**Run 1: the metal 2 layer**

Bar = 50 um.
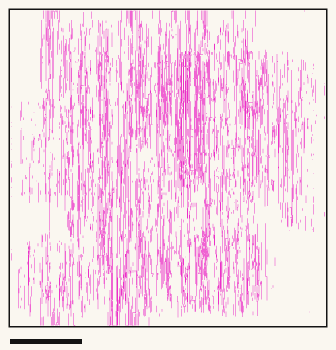
**Run 1: met3 routing**

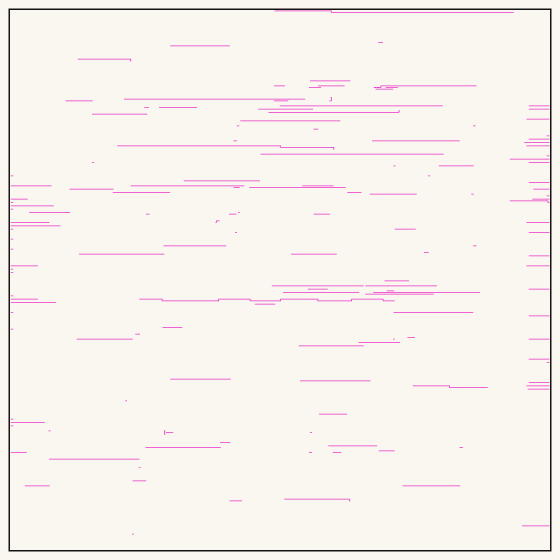
**Run 1: clock nets**

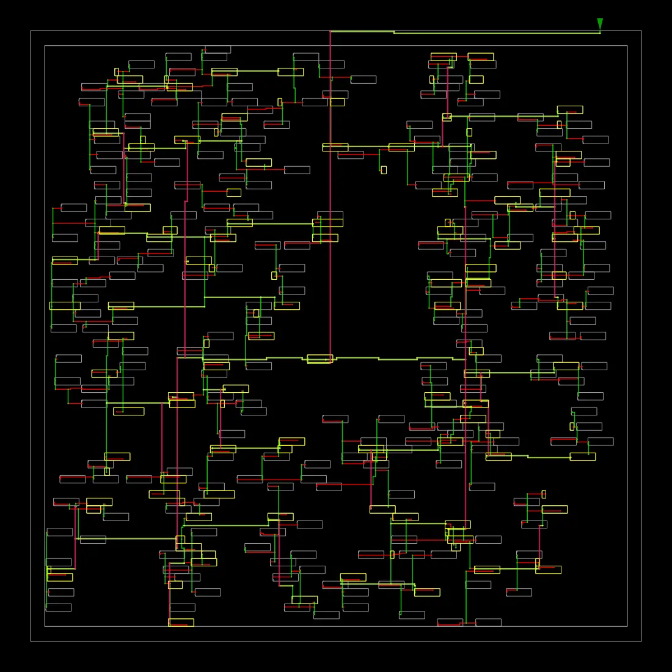
### config.mk
export PLATFORM = sky130hd
export DESIGN_NAME = fmps_link_collector
export DESIGN_NICKNAME = d
export VERILOG_FILES = /design/src/rtl/fmps_pkg.sv /design/src/rtl/fmps_popcount.sv /design/src/rtl/fmps_link_collector.sv
export SDC_FILE = /design/constraint.sdc
export NUM_CORES = 1
export LEC_CHECK = 0
export CAP_MARGIN = 25
export CELL_PAD_IN_SITES_DETAIL_PLACEMENT = 1
export CELL_PAD_IN_SITES_GLOBAL_PLACEMENT = 1
export CORE_MARGIN = 5
export CORE_UTILIZATION = 30
export CTS_CLUSTER_DIAMETER = 30
export CTS_CLUSTER_SIZE = 24
export DETAILED_ROUTE_END_ITERATION = 8
export GPL_TIMING_DRIVEN = 0
export PLACE_DENSITY_LB_ADDON = 0.1
export SKIP_CTS_REPAIR_TIMING = 1
export SLEW_MARGIN = 5
export SYNTH_ARGS = -nofsm -noshare
export SYNTH_HDL_FRONTEND = slang
export SYNTH_SLANG_ARGS = --single-unit
### constraint.sdc
create_clock -name sysClk -period 15.06 [get_ports sysClk]
set_input_delay 3.012 -clock sysClk [delete_from_list [all_inputs] [get_ports sysClk]]
set_output_delay 3.012 -clock sysClk [all_outputs]
set_load 0.05 [all_outputs]
### src/rtl/fmps_pkg.sv
// Shared definitions for the FMPS link collector: status codes, FSM states
// and the link-index width helper.
// Latency: n/a (declarations only).   Backpressure: n/a.
package fmps_pkg;

    localparam logic [1:0] ST_SUCCESS = 2'd0;

    typedef enum logic [1:0] {
        S_IDLE    = 2'd0,
        S_ACTIVE  = 2'd1,
        S_DONE    = 2'd2,
        S_TIMEOUT = 2'd3
    } fmps_state_e;

    // Width of a field that names one of n links; never narrower than 1 bit.
    function automatic int link_w(input int n);
        return (n <= 1) ? 1 : $clog2(n);
    endfunction

endpackage

### src/rtl/fmps_popcount.sv
// Population counter: count_o = number of set bits in bits_i.
// Latency: combinational.   Backpressure: none.
// Ports: bits_i (WIDTH) in, count_o (CW) out.
module fmps_popcount #(
    parameter int WIDTH = 32,
    parameter int CW    = $clog2(WIDTH + 1)
) (
    input  logic [WIDTH-1:0] bits_i,
    output logic [CW-1:0]    count_o
);

    always_comb begin
        count_o = '0;
        for (int i = 0; i < WIDTH; i++) begin
            count_o = count_o + CW'(bits_i[i]);
        end
    end

endmodule

### src/rtl/fmps_link_collector.sv
// Gathers per-node FMPS status events from LINK_COUNT links for one FA cycle
// and publishes rx/enabled bitmaps, counts, elapsed time and a sequence number.
// Latency: events -> rxCount 1 clk, -> readoutValid 2 clk; lookup 1 clk. No backpressure: events outside ACTIVE are dropped.
// Ports: sysClk/sysResetN (async active-low); faStrobe starts a cycle; link* are
// the per-link event streams; rxBitmap/enableBitmap hold the previous cycle;
// readAddress -> readLink/readHit is a registered first-link lookup.
// Optional FMPS_COLLECTOR_LINK_STATS_EN adds statsLink/statsErrors per-link error counters.
module fmps_link_collector
    import fmps_pkg::*;
#(
    parameter int SYSCLK_RATE = 100000000,
    parameter int INDEX_WIDTH = 5,
    parameter int LINK_COUNT  = 2,
    parameter int TIMER_WIDTH = 8,
    parameter int SEQNO_WIDTH = 3
) (
    input  logic                              sysClk,
    input  logic                              sysResetN,
    input  logic                              faStrobe,
    input  logic [INDEX_WIDTH:0]              expectedCount,
    input  logic [TIMER_WIDTH-1:0]            timeoutUs,
    input  logic [LINK_COUNT-1:0]             linkValid,
    input  logic [LINK_COUNT*INDEX_WIDTH-1:0] linkIndex,
    input  logic [LINK_COUNT*2-1:0]           linkStatus,
    input  logic [LINK_COUNT-1:0]             linkEnabled,
`ifdef FMPS_COLLECTOR_LINK_STATS_EN
    input  logic [link_w(LINK_COUNT)-1:0]     statsLink,
    output logic [15:0]                       statsErrors,
`endif
    output logic [(1<<INDEX_WIDTH)-1:0]       rxBitmap,
    output logic [(1<<INDEX_WIDTH)-1:0]       enableBitmap,
    output logic [INDEX_WIDTH:0]              rxCount,
    output logic                              readoutActive,
    output logic                              readoutValid,
    output logic                              allEnabled,
    output logic                              timeoutStrobe,
    output logic [TIMER_WIDTH-1:0]            readoutTime,
    output logic [SEQNO_WIDTH-1:0]            seqno,
    input  logic [INDEX_WIDTH-1:0]            readAddress,
    output logic [link_w(LINK_COUNT)-1:0]     readLink,
    output logic                              readHit
);

    localparam int NODES = 1 << INDEX_WIDTH;
    localparam int LW    = link_w(LINK_COUNT);
    localparam int CW    = INDEX_WIDTH + 1;
    localparam logic [31:0] PRESC_FULL = 32'(SYSCLK_RATE / 1000000 - 1);
    // First tick comes after half a microsecond so the timer rounds to nearest.
    localparam logic [31:0] PRESC_HALF = 32'(SYSCLK_RATE / 2000000 - 1);

    fmps_state_e            state_q, state_d;
    logic [NODES-1:0]       rx_work_q, rx_work_d, en_work_q, en_work_d;
    logic [NODES-1:0]       rx_bitmap_q, rx_bitmap_d, en_bitmap_q, en_bitmap_d;
    logic [CW-1:0]          rx_count_q, rx_count_d, en_count_q, en_count_d;
    logic                   readout_valid_q, readout_valid_d;
    logic                   all_enabled_q, all_enabled_d;
    logic                   timeout_strobe_q, timeout_strobe_d;
    logic [TIMER_WIDTH-1:0] timer_q, timer_d, readout_time_q, readout_time_d;
    logic [SEQNO_WIDTH-1:0] seqno_q, seqno_d;
    logic [31:0]            presc_q, presc_d;
    logic [LW-1:0]          link_tab_q [NODES];
    logic [LW-1:0]          link_tab_d [NODES];
    logic [LW-1:0]          read_link_q, read_link_d;
    logic                   read_hit_q, read_hit_d;

    logic [NODES-1:0]       rx_mask, en_mask, rx_new, en_new;
    logic [LW-1:0]          first_link [NODES];
    logic [CW-1:0]          rx_new_cnt, en_new_cnt;
    logic [TIMER_WIDTH-1:0] timeout_lim;

    assign timeout_lim = (timeoutUs == '0) ? '1 : timeoutUs;

    // Links are scanned high to low so the lowest-numbered carrier of a node
    // is the last writer of first_link.
    always_comb begin
        rx_mask = '0;
        en_mask = '0;
        for (int n = 0; n < NODES; n++) first_link[n] = '0;
        for (int l = LINK_COUNT - 1; l >= 0; l--) begin
            if (linkValid[l] && (linkStatus[2*l +: 2] == ST_SUCCESS)) begin
                rx_mask[linkIndex[INDEX_WIDTH*l +: INDEX_WIDTH]] = 1'b1;
                if (linkEnabled[l]) en_mask[linkIndex[INDEX_WIDTH*l +: INDEX_WIDTH]] = 1'b1;
                first_link[linkIndex[INDEX_WIDTH*l +: INDEX_WIDTH]] = LW'(l);
            end
        end
    end

    // Only nodes not already seen this cycle contribute to the counts.
    assign rx_new = rx_mask & ~rx_work_q;
    assign en_new = en_mask & ~en_work_q;

    fmps_popcount #(.WIDTH(NODES), .CW(CW)) u_rx_pop (.bits_i(rx_new), .count_o(rx_new_cnt));
    fmps_popcount #(.WIDTH(NODES), .CW(CW)) u_en_pop (.bits_i(en_new), .count_o(en_new_cnt));

    always_comb begin
        state_d          = state_q;
        rx_work_d        = rx_work_q;
        en_work_d        = en_work_q;
        rx_bitmap_d      = rx_bitmap_q;
        en_bitmap_d      = en_bitmap_q;
        rx_count_d       = rx_count_q;
        en_count_d       = en_count_q;
        readout_valid_d  = readout_valid_q;
        all_enabled_d    = all_enabled_q;
        timeout_strobe_d = 1'b0;
        timer_d          = timer_q;
        readout_time_d   = readout_time_q;
        seqno_d          = seqno_q;
        presc_d          = presc_q;
        link_tab_d       = link_tab_q;
        read_link_d      = link_tab_q[readAddress];
        read_hit_d       = rx_work_q[readAddress];

        if (faStrobe) begin
            // Coincident link events are intentionally dropped here.
            rx_bitmap_d     = rx_work_q;
            en_bitmap_d     = en_work_q;
            rx_work_d       = '0;
            en_work_d       = '0;
            rx_count_d      = '0;
            en_count_d      = '0;
            readout_valid_d = 1'b0;
            all_enabled_d   = 1'b0;
            presc_d         = PRESC_HALF;
            timer_d         = '0;
            state_d         = S_ACTIVE;
        end else if (state_q == S_ACTIVE) begin
            rx_work_d  = rx_work_q | rx_mask;
            en_work_d  = en_work_q | en_mask;
            rx_count_d = rx_count_q + rx_new_cnt;
            en_count_d = en_count_q + en_new_cnt;
            for (int n = 0; n < NODES; n++) begin
                if (rx_new[n]) link_tab_d[n] = first_link[n];
            end

            if (presc_q == 32'd0) begin
                presc_d = PRESC_FULL;
                if (timer_q != '1) timer_d = timer_q + 1'b1;
            end else begin
                presc_d = presc_q - 32'd1;
            end

            // Completion is checked first so it wins over a coincident timeout.
            if (rx_count_q == expectedCount) begin
                state_d         = S_DONE;
                seqno_d         = seqno_q + 1'b1;
                readout_valid_d = 1'b1;
                all_enabled_d   = (en_count_q == expectedCount);
                readout_time_d  = timer_q;
            end else if (timer_q == timeout_lim) begin
                state_d          = S_TIMEOUT;
                timeout_strobe_d = 1'b1;
                all_enabled_d    = 1'b0;
                readout_time_d   = timer_q;
            end
        end
    end

    always_ff @(posedge sysClk or negedge sysResetN) begin
        if (!sysResetN) begin
            state_q          <= S_IDLE;
            rx_work_q        <= '0;
            en_work_q        <= '0;
            rx_bitmap_q      <= '0;
            en_bitmap_q      <= '0;
            rx_count_q       <= '0;
            en_count_q       <= '0;
            readout_valid_q  <= 1'b0;
            all_enabled_q    <= 1'b0;
            timeout_strobe_q <= 1'b0;
            timer_q          <= '0;
            readout_time_q   <= '0;
            seqno_q          <= '0;
            presc_q          <= '0;
            for (int n = 0; n < NODES; n++) link_tab_q[n] <= '0;
            read_link_q      <= '0;
            read_hit_q       <= 1'b0;
        end else begin
            state_q          <= state_d;
            rx_work_q        <= rx_work_d;
            en_work_q        <= en_work_d;
            rx_bitmap_q      <= rx_bitmap_d;
            en_bitmap_q      <= en_bitmap_d;
            rx_count_q       <= rx_count_d;
            en_count_q       <= en_count_d;
            readout_valid_q  <= readout_valid_d;
            all_enabled_q    <= all_enabled_d;
            timeout_strobe_q <= timeout_strobe_d;
            timer_q          <= timer_d;
            readout_time_q   <= readout_time_d;
            seqno_q          <= seqno_d;
            presc_q          <= presc_d;
            link_tab_q       <= link_tab_d;
            read_link_q      <= read_link_d;
            read_hit_q       <= read_hit_d;
        end
    end

    assign rxBitmap      = rx_bitmap_q;
    assign enableBitmap  = en_bitmap_q;
    assign rxCount       = rx_count_q;
    assign readoutActive = (state_q == S_ACTIVE);
    assign readoutValid  = readout_valid_q;
    assign allEnabled    = all_enabled_q;
    assign timeoutStrobe = timeout_strobe_q;
    assign readoutTime   = readout_time_q;
    assign seqno         = seqno_q;
    assign readLink      = read_link_q;
    assign readHit       = read_hit_q;

`ifdef FMPS_COLLECTOR_LINK_STATS_EN
    logic [15:0] err_cnt_q [LINK_COUNT];
    logic [15:0] err_cnt_d [LINK_COUNT];
    logic [15:0] stats_errors_q, stats_errors_d;

    always_comb begin
        err_cnt_d = err_cnt_q;
        for (int l = 0; l < LINK_COUNT; l++) begin
            if ((state_q == S_ACTIVE) && !faStrobe && linkValid[l] &&
                (linkStatus[2*l +: 2] != ST_SUCCESS) && (err_cnt_q[l] != 16'hFFFF)) begin
                err_cnt_d[l] = err_cnt_q[l] + 16'd1;
            end
        end
        stats_errors_d = '0;
        if (int'(statsLink) < LINK_COUNT) stats_errors_d = err_cnt_q[statsLink];
    end

    always_ff @(posedge sysClk or negedge sysResetN) begin
        if (!sysResetN) begin
            for (int l = 0; l < LINK_COUNT; l++) err_cnt_q[l] <= '0;
            stats_errors_q <= '0;
        end else begin
            err_cnt_q      <= err_cnt_d;
            stats_errors_q <= stats_errors_d;
        end
    end

    assign statsErrors = stats_errors_q;
`endif

endmodule

==> GITHUB_STEP_SUMMARY, run 1 <==
## PnR job results

| Metric | Value |
|---|---|
| Comb area share | 38.6% |
| Tot GR Track Use | 19.4% |
| Status | finished clean |
| Fin Setup TNS | 0 ps |
| Worst clock skew | 17.3 ps |
| First-pass GRT wire length | 71.6 mm |
| Top class by area | logic gates |
| Reg2Reg Depth | 19 |
| Ys flops | 230 |
| Count of final setup violators | 0 |
| Comb area leader | AND-OR/OR-AND gates |
| Logic pwr share | 10.4% |
| Logic area | 0.00685 mm^2 |
| Core area | 0.0440 mm^2 |
| Area leader, netlist | dfrtp_1 |
| Clk_lat worst skew | 560 ps |
| Final antenna-violating net count | 0 |
| Synth Cell Area | 0.0133 mm^2 |
| Leak | 7.91 nW |
| Final Power | 2.44 mW |
| Reg2reg setup slack | 9270 ps |
| Drt drc | 0 |
| Setup WS post-layout | 4390 ps |
| Die area | 0.0485 mm^2 |
| CP max stage cell | clkbuf_1 |
| Number of max-slew violations in the final report | 0 |
| CTS root buffer | clkbuf_16 |
| Final instance area | 0.0177 mm^2 |
| CP endpoint | rxCount[5] |
| CP dominant cell by count | fa_1 |
| Maximum vdd ir drop | 0.0938 mV |
| Dpl cell area | 0.0153 mm^2 |
| XORs/XNORs by Area | 2.44% |
| Worst Path Max Fanout | 10 |
| Hold Path Sink | seqno[2] |
| Most frequent logic cell in the layout | dfrtp_1 |
| Fin nets | 1630 |
| Initial DRC Count | 625 |
| CTS Buffer Depth | 3 |
| Final min period | 10670 ps |
| Starting Density | 30.1% |
| Final Core Density | 40.3% |
| Largest delay share family, worst path | adder cells |
| Post-synth seq share | 43.4% |
| Buffer share of cell area | 8.91% |
| # clock sinks | 230 |
| Multi-input combinational gate total | 892 |
| Worst Hold Launch | seqno[2] |
| Synth Warn # | 0 |
| Cell-internal power | 1.82 mW |
| Sequential cell power | 0.681 mW |
| Area Growth Syn to Fin | 33.7% |
| Commonest cells in the netlist | 230 x dfrtp_1, 162 x nor2_1, 124 x a21oi_1, 104 x inv_1, 68 x mux2_2 |
| DR WL met3 | 2.14 mm |
| Final hold vios | 0 |
| Crit. End Element | flop |
| Clock share of power | 61.7% |
| Total grt overflow | 0 |
| Worst EP arrival | 11150 ps |
| Die width | 220 um |
| Adder Share, Synth | 11.3% |
| Aoi share | 14.4% |
| GR Layer Usage met1 | 27.1% |
| Die Y | 220 um |
| N_taps | 592 |
| Period utilization | 70.9% |
| Levels on crit path | 26 |
| PwrDens | 137 mW/mm^2 |
| Post-synth mux share | 9.99% |
| Pre-CTS WS | 3760 ps |
| Least-Margin Pin Slew | 980 ps |
| Share of flip-flops with an asynchronous set or reset | 100% |
| Slew headroom | 34.4% |
| Max-cap viol count | 0 |
| Wire length on met1 | 21.8 mm |
-- 'the metal 2 layer' (at the start) --
1464 nets have wire on it. The longest straight run is 75.1 um.
vias: 10.7k
aggregate routed wire length: 46.1 mm
GR Layer Usage met2: 30.4%

-- 'met3 routing' (at the start) --
The layer carries 2140 um of wire. The longest straight run is 74.5 um. The wires run mostly horizontal. The layer holds 4.6% of the routed length. 100 nets have wire on it.
GR Layer Usage met3: 4.12%

-- 'clock nets' (at the start) --
clock buffer count: 101
CTS Buf Count: 72

==> run 2, diff against run 1 <==
clock period = 10.15 ns   (was 15.06 ns; I/O delays follow)
**Run 2: the metal 2 layer**

Bar = 50 um.
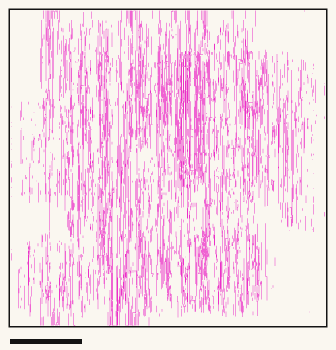
The layer holds 46% of the routed length. 1464 nets have wire on it. The layer carries 21.3 mm of wire.

==> GITHUB_STEP_SUMMARY, run 2 <==
## PnR job results

| Metric | Value |
|---|---|
| Worst clock skew | 17.3 ps |
| Post-synth mux share | 9.99% |
| Setup WS post-layout | 459 ps |
| Worst Path Max Fanout | 10 |
| CP endpoint | rxCount[5] |
| Synth Cell Area | 0.0133 mm^2 |
| CTS root buffer | clkbuf_16 |
| Drt drc | 0 |
| Post-synth seq share | 43.4% |
| Reg2Reg Depth | 19 |
| Area Growth Syn to Fin | 33.7% |
| Worst Hold Launch | seqno[2] |
| XORs/XNORs by Area | 2.44% |
| Maximum vdd ir drop | 0.139 mV |
| Least-Margin Pin Slew | 980 ps |
| Leak | 7.91 nW |
| CP dominant cell by count | fa_1 |
| Final Power | 3.62 mW |
| Adder Share, Synth | 11.3% |
| Final antenna-violating net count | 0 |
| Levels on crit path | 26 |
| Wire length on met1 | 21.8 mm |
| Fin Setup TNS | 0 ps |
| Final hold vios | 0 |
| N_taps | 592 |
| Crit. End Element | flop |
| Multi-input combinational gate total | 892 |
| Pre-CTS WS | -170 ps |
| Synth Warn # | 0 |
| GR Layer Usage met2 | 30.4% |
| Aoi share | 14.4% |
| Max-cap viol count | 0 |
| Final instance area | 0.0177 mm^2 |
| Area leader, netlist | dfrtp_1 |
| Number of max-slew violations in the final report | 0 |
| Logic pwr share | 10.4% |
| Starting Density | 30.1% |
| CP max stage cell | clkbuf_1 |
| Total grt overflow | 0 |
| Dpl cell area | 0.0153 mm^2 |
| Core area | 0.0440 mm^2 |
| Die width | 220 um |
| Sequential cell power | 1.01 mW |
| Cell-internal power | 2.71 mW |
| Period utilization | 95.5% |
| Status | finished clean |
| Comb area share | 38.6% |
| First-pass GRT wire length | 71.6 mm |
| Final Core Density | 40.3% |
| Vias | 10.7k |
| Fin nets | 1630 |
| Largest delay share family, worst path | adder cells |
| Slew headroom | 34.4% |
| Clock share of power | 61.7% |
| GR Layer Usage met1 | 27.1% |
| Clk_lat worst skew | 560 ps |
| Buffer share of cell area | 8.91% |
| Aggregate routed wire length | 46.1 mm |
| DR WL met3 | 2.14 mm |
| Worst EP arrival | 10170 ps |
==> run 3, diff against run 2 <==
CORE_MARGIN = 1   (was 5)
DONT_BUFFER_PORTS = 1   (was not set)
clock period = 9.6 ns   (was 10.15 ns; I/O delays follow)
**Run 3: met3 routing**

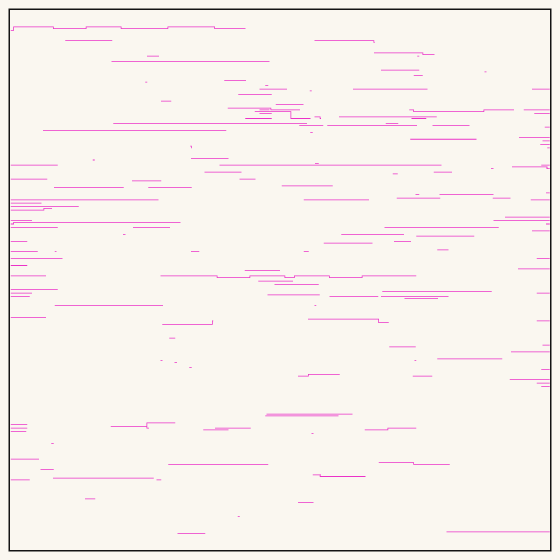
The longest straight run is 86.9 um. The layer holds 5.4% of the routed length. The wires run mostly horizontal. 103 nets have wire on it. The layer carries 2460 um of wire.
aggregate routed wire length: 45.8 mm
GR Layer Usage met3: 4.64%
vias: 10.4k

==> GITHUB_STEP_SUMMARY, run 3 <==
## PnR job results

| Metric | Value |
|---|---|
| Die area | 0.0451 mm^2 |
| Worst Path Max Fanout | 10 |
| Max-cap viol count | 0 |
| Total grt overflow | 0 |
| Final instance area | 0.0167 mm^2 |
| CP dominant cell by count | fa_1 |
| Post-synth seq share | 43.4% |
| Synth Warn # | 0 |
| CTS tree | yes |
| Buffer share of cell area | 1.86% |
| Synth Cell Area | 0.0133 mm^2 |
| Dpl cell area | 0.0140 mm^2 |
| Die width | 212 um |
| Area Growth Syn to Fin | 25.9% |
| Drt drc | 0 |
| XORs/XNORs by Area | 2.44% |
| Final hold vios | 0 |
| Wire length on met1 | 21.8 mm |
| Largest delay share family, worst path | adder cells |
| Multi-input combinational gate total | 892 |
| Cell-internal power | 3.04 mW |
| Share of flip-flops with an asynchronous set or reset | 100% |
| Fin nets | 1508 |
| Clock share of power | 64.8% |
| Clock buffer count | 98 |
| Post-synth mux share | 9.99% |
| GR Layer Usage met2 | 32.3% |
| Core area | 0.0434 mm^2 |
| Inst Count DP | 1887 |
| Reg2Reg Depth | 17 |
| # clock sinks | 230 |
| Count of final setup violators | 0 |
| CP max stage cell | clkbuf_1 |
| Adder Share, Synth | 11.3% |
| Comb area leader | AND-OR/OR-AND gates |
| Leak | 7.56 nW |
| Slew headroom | 31.8% |
| First-pass GRT wire length | 70.7 mm |
| Worst EP arrival | 9650 ps |
| Starting Density | 30.6% |
| Fin Setup TNS | 0 ps |
| Aoi share | 14.4% |
| Top class by area | logic gates |
| PwrDens | 240 mW/mm^2 |
| Setup WS post-layout | 434 ps |
| Ys flops | 230 |
| Levels on crit path | 25 |
| Status | finished clean |
| CTS Buf Count | 73 |
| Final min period | 9170 ps |
| Maximum vdd ir drop | 0.0892 mV |
| Commonest cells in the netlist | 230 x dfrtp_1, 162 x nor2_1, 124 x a21oi_1, 104 x inv_1, 68 x mux2_2 |
| Final Power | 4.00 mW |
| Tot GR Track Use | 21.2% |
| Crit. End Element | flop |
| Least-Margin Pin Slew | 1020 ps |
| Logic pwr share | 7.8% |
| Final Core Density | 38.5% |
| N_taps | 585 |
| Worst Hold Launch | presc_q[30] |
| Area leader, netlist | dfrtp_1 |
| CP endpoint | rxCount[5] |
| GR Layer Usage met1 | 29.6% |
| Period utilization | 95.5% |
| Pre-CTS WS | -157 ps |
| CTS root buffer | clkbuf_16 |
| Hold Path Sink | presc_q[30] |
| DR WL met3 | 2.46 mm |
| Number of max-slew violations in the final report | 0 |
| Reg2reg setup slack | 3680 ps |
| Initial DRC Count | 609 |
| Comb area share | 41.0% |
No activity file was given, so power comes from the tool's default toggle rates.
